[src/rtl/spike_count_classifier.sv]
// spike_count_classifier: per-neuron spike counting over a strobe window, sequential argmax, valid/ready result
// Ports:
//   system_clock, rst_n (async, active low)  - clock and reset
//   enable        - run enable; low returns to IDLE and clears all state
//   window_len    - strobes per window, latched at window start (0 acts as 1)
//   spikes_valid  - strobe qualifying spikes
//   spikes        - one bit per output neuron
//   result_ready  - consumer accepts result
//   result_valid, class_id, class_count, tie - winning class, its count, tie flag
//   overrun       - sticky: a strobe arrived while busy
//   busy          - argmax scan or result hold in progress
module spike_count_classifier #(
    parameter int N_OUT = 8,
    parameter int CNT_W = 8,
    localparam int IW = (N_OUT > 1) ? $clog2(N_OUT) : 1
) (
    input  logic             system_clock,
    input  logic             rst_n,
    input  logic             enable,
    input  logic [7:0]       window_len,
    input  logic             spikes_valid,
    input  logic [N_OUT-1:0] spikes,
    input  logic             result_ready,
    output logic             result_valid,
    output logic [IW-1:0]    class_id,
    output logic [CNT_W-1:0] class_count,
    output logic             tie,
    output logic             overrun,
    output logic             busy
);
    typedef enum logic [1:0] {IDLE, ACCUM, ARGMAX, HOLD} state_t;
    state_t           state_q;
    logic [CNT_W-1:0] cnt_q [N_OUT];
    logic [7:0]       samp_q, len_q;
    logic [IW-1:0]    idx_q, max_idx_q, max_idx_d, class_id_q;
    logic [CNT_W-1:0] max_q, max_d, cur, class_count_q;
    logic             tie_q, tie_d, class_tie_q, valid_q, overrun_q, busy_q;
    logic             gt, eq;
    logic [7:0]       len_eff;
    assign len_eff = (window_len == 8'd0) ? 8'd1 : window_len;
    // One scan step: strictly greater replaces, so the lowest index keeps ties
    assign cur       = cnt_q[idx_q];
    assign gt        = cur > max_q;
    assign eq        = (cur == max_q) && (cur != '0);
    assign max_d     = gt ? cur : max_q;
    assign max_idx_d = gt ? idx_q : max_idx_q;
    assign tie_d     = gt ? 1'b0 : (tie_q | eq);
    assign result_valid = valid_q;
    assign class_id     = class_id_q;
    assign class_count  = class_count_q;
    assign tie          = class_tie_q;
    assign overrun      = overrun_q;
    assign busy         = busy_q;
    always_ff @(posedge system_clock or negedge rst_n) begin
        if (!rst_n) begin
            state_q <= IDLE;
            for (int i = 0; i < N_OUT; i++) cnt_q[i] <= '0;
            samp_q <= '0;
            len_q <= 8'd1;
            idx_q <= '0;
            max_q <= '0;
            max_idx_q <= '0;
            tie_q <= 1'b0;
            class_id_q <= '0;
            class_count_q <= '0;
            class_tie_q <= 1'b0;
            valid_q <= 1'b0;
            overrun_q <= 1'b0;
            busy_q <= 1'b0;
        end else if (!enable) begin
            state_q <= IDLE;
            for (int i = 0; i < N_OUT; i++) cnt_q[i] <= '0;
            samp_q <= '0;
            len_q <= 8'd1;
            idx_q <= '0;
            max_q <= '0;
            max_idx_q <= '0;
            tie_q <= 1'b0;
            class_id_q <= '0;
            class_count_q <= '0;
            class_tie_q <= 1'b0;
            valid_q <= 1'b0;
            overrun_q <= 1'b0;
            busy_q <= 1'b0;
        end else begin
            case (state_q)
                IDLE: begin
                    state_q <= ACCUM;
                    len_q <= len_eff;
                    samp_q <= '0;
                end
                ACCUM: if (spikes_valid) begin
                    // Counters saturate at all-ones instead of wrapping
                    for (int i = 0; i < N_OUT; i++)
                        cnt_q[i] <= (spikes[i] && cnt_q[i] != '1) ? cnt_q[i] + CNT_W'(1) : cnt_q[i];
                    samp_q <= samp_q + 8'd1;
                    if (samp_q + 8'd1 == len_q) begin
                        state_q <= ARGMAX;
                        busy_q <= 1'b1;
                        idx_q <= '0;
                        max_q <= '0;
                        max_idx_q <= '0;
                        tie_q <= 1'b0;
                    end
                end
                ARGMAX: begin
                    if (spikes_valid) overrun_q <= 1'b1;
                    max_q <= max_d;
                    max_idx_q <= max_idx_d;
                    tie_q <= tie_d;
                    idx_q <= idx_q + IW'(1);
                    if (idx_q == IW'(N_OUT - 1)) begin
                        state_q <= HOLD;
                        valid_q <= 1'b1;
                        class_id_q <= max_idx_d;
                        class_count_q <= max_d;
                        class_tie_q <= tie_d;
                    end
                end
                HOLD: begin
                    if (spikes_valid) overrun_q <= 1'b1;
                    if (result_ready) begin
                        state_q <= ACCUM;
                        valid_q <= 1'b0;
                        busy_q <= 1'b0;
                        for (int i = 0; i < N_OUT; i++) cnt_q[i] <= '0;
                        samp_q <= '0;
                        max_q <= '0;
                        max_idx_q <= '0;
                        tie_q <= 1'b0;
                        len_q <= len_eff;
                    end
                end
                default: state_q <= IDLE;
            endcase
        end
    end
endmodule

[config.mk]
export PLATFORM = sky130hd
export DESIGN_NAME = spike_count_classifier
export DESIGN_NICKNAME = d
export VERILOG_FILES = /design/src/rtl/spike_count_classifier.sv
export SDC_FILE = /design/constraint.sdc
export NUM_CORES = 1
export LEC_CHECK = 0
export CAP_MARGIN = 40
export CORE_ASPECT_RATIO = 0.75
export CORE_MARGIN = 2
export CORE_UTILIZATION = 35
export DETAILED_ROUTE_END_ITERATION = 6
export PLACE_DENSITY = 0.48
export SYNTH_ARGS = -nofsm -noshare
export SYNTH_HDL_FRONTEND = slang
export SYNTH_SLANG_ARGS = --single-unit
[constraint.sdc]
create_clock -name system_clock -period 5.2 [get_ports system_clock]
set_input_delay 1.04 -clock system_clock [delete_from_list [all_inputs] [get_ports system_clock]]
set_output_delay 1.04 -clock system_clock [all_outputs]
set_load 0.05 [all_outputs]
Gate families picked out:
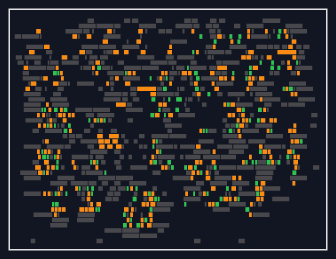
- aoi and oai cells: orange (cells 233; most used o21ai_0; where spread over the die)
- nand cells: green (cells 121; most used nand2_1)

Clock distribution:
Bar = 50 µm.
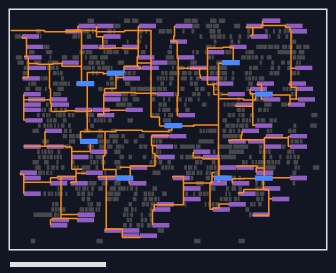
- clock wires: orange (length 1,590 µm)
- clock-net drivers: blue (count 9)
- flip-flops: purple (count 112)
- flops lie: spread over the die

==> flow_summary_export.csv <==
group,metric,value,unit
status,outcome,"finished clean",
setup_path,critPathCaptureType,"flip-flop",
cts,ctsHoldBuffers,0,
cells_and_area,logic_area,3612,µm²
logic_synthesis,simple_gate_area_frac,0.1691,
flow_run,cap_violations,0,
cts,postCtsSetupBuffers,0,
power_and_ir_drop,sw_frac_of_total,0.4003,
power_and_ir_drop,top_power_group,"combinational cells",
cts,cts.sinks,112,
timing,worst_pin_slew,0.8595,ns
cts,cts_buffers,9,
power_and_ir_drop,internal_power,1.826,mW
setup_path,cp.required,5.40,ns
min_path,hold_path.class,"flip-flop to flip-flop",
setup_path,worstReg2RegEnd,"class_count[4]",
global_routing,met3_usage,0.03230,
logic_synthesis,ys_ff,112,
timing,fin_tns_setup,0,ns
logic_synthesis,muxShareOfSynthArea,0.07187,
global_routing,grt_pass1_wl,29500,µm
placed_design,gp_congestion,0.7884,
global_routing,grt_use_total,0.1858,
cells_and_area,syn_to_final_growth,12.99,%
timing,slew_headroom,0.4270,
logic_synthesis,ys_warn_count,0,
timing,hold_violations,0,
setup_path,ff2ff_setup_slack,1.19,ns
cells_and_area,inv_count,25,
cts,cts_tree,"yes",
cells_and_area,final_common_cell,"o21ai_0",
timing,min_period_over_period,0.7708,
cells_and_area,finalNonFillerCells,995,
cells_and_area,fin_area,7574,µm²
floorplanning,rows,43,
cells_and_area,drive_gt1_frac,0.07219,
logic_synthesis,top_cells_by_count,"113 x o21ai_0, 111 x dfrtp_1, 57 x nand2_1, 52 x nor2_1, 36 x nand3_1",
logic_synthesis,top_cell,"o21ai_0",
cells_and_area,nMultiInputCombCells,549,
timing,period_minus_slack,4.008,ns
timing,final.setup_skew,0.01031,ns
cells_and_area,buffer_area_frac,0.05947,
routing,route.met2.wl,7872,µm
power_and_ir_drop,power.total,3.045,mW
setup_path,start_kind,"flip-flop",
timing,fin_ws,1.192,ns
cells_and_area,post-route-util,0.4068,
cells_and_area,clock_cell_area_share,0.04015,
cts,path_clk_slew,0.08,ns
placed_design,dp_slack,1.253,ns
routing,postRouteAntennaNets,0,
timing,maxSlewViolCount,0,
setup_path,cp_slowest_stage_delay,0.81,ns
power_and_ir_drop,p_comb_frac,0.394,
logic_synthesis,avgSynthCellArea,9.182,µm²
floorplanning,fp_util,0.3601,
setup_path,critPathKind,"flip-flop to flip-flop",
min_path,holdPathStages,1,
setup_path,path_cells,"mux4_2 -> nor2b_1 -> a221oi_1 -> ha_1 -> nand4_1 -> nor2_1 -> a211o_1 -> and2_1 -> mux2i_1 -> a211oi_1",
power_and_ir_drop,switching_power,1.219,mW
cts,clkLatencyLatePin,0.36,ns
floorplanning,die_height,123.8,µm
routing,routed_wl,17950,µm
power_and_ir_drop,pwr.group.clock,0.730,mW
cells_and_area,layout_top_cells,"113 x o21ai_0, 111 x dfrtp_1, 57 x nand2_1",
power_and_ir_drop,pwr_density_cell,402.1,nW/µm²
routing,via_per_inst,5.698,
setup_path,rr_worst_depth,10,
cts,cts_resized,0,
logic_synthesis,topCellsByArea,"dfrtp_1 41%, o21ai_0 8.4%, mux2i_1 4.3%",
setup_path,critPathMaxFanout,15,
global_routing,use_met2,0.2757,
cells_and_area,comb_share,0.4770,
routing,wl_met1,9182,µm
placed_design,placedCellCount,979,
timing,holdWs,0.4937,ns
power_and_ir_drop,power_frac_clock,0.240,
logic_synthesis,synth.distinct_cells,58,
cells_and_area,seq_share,0.3702,
logic_synthesis,synth_stat.cells,730,
cells_and_area,nFillCells,1844,
setup_path,cp_num_cells,10,
logic_synthesis,syn_inst,730,
timing,setup_viol,0,
floorplanning,io_pins,36,
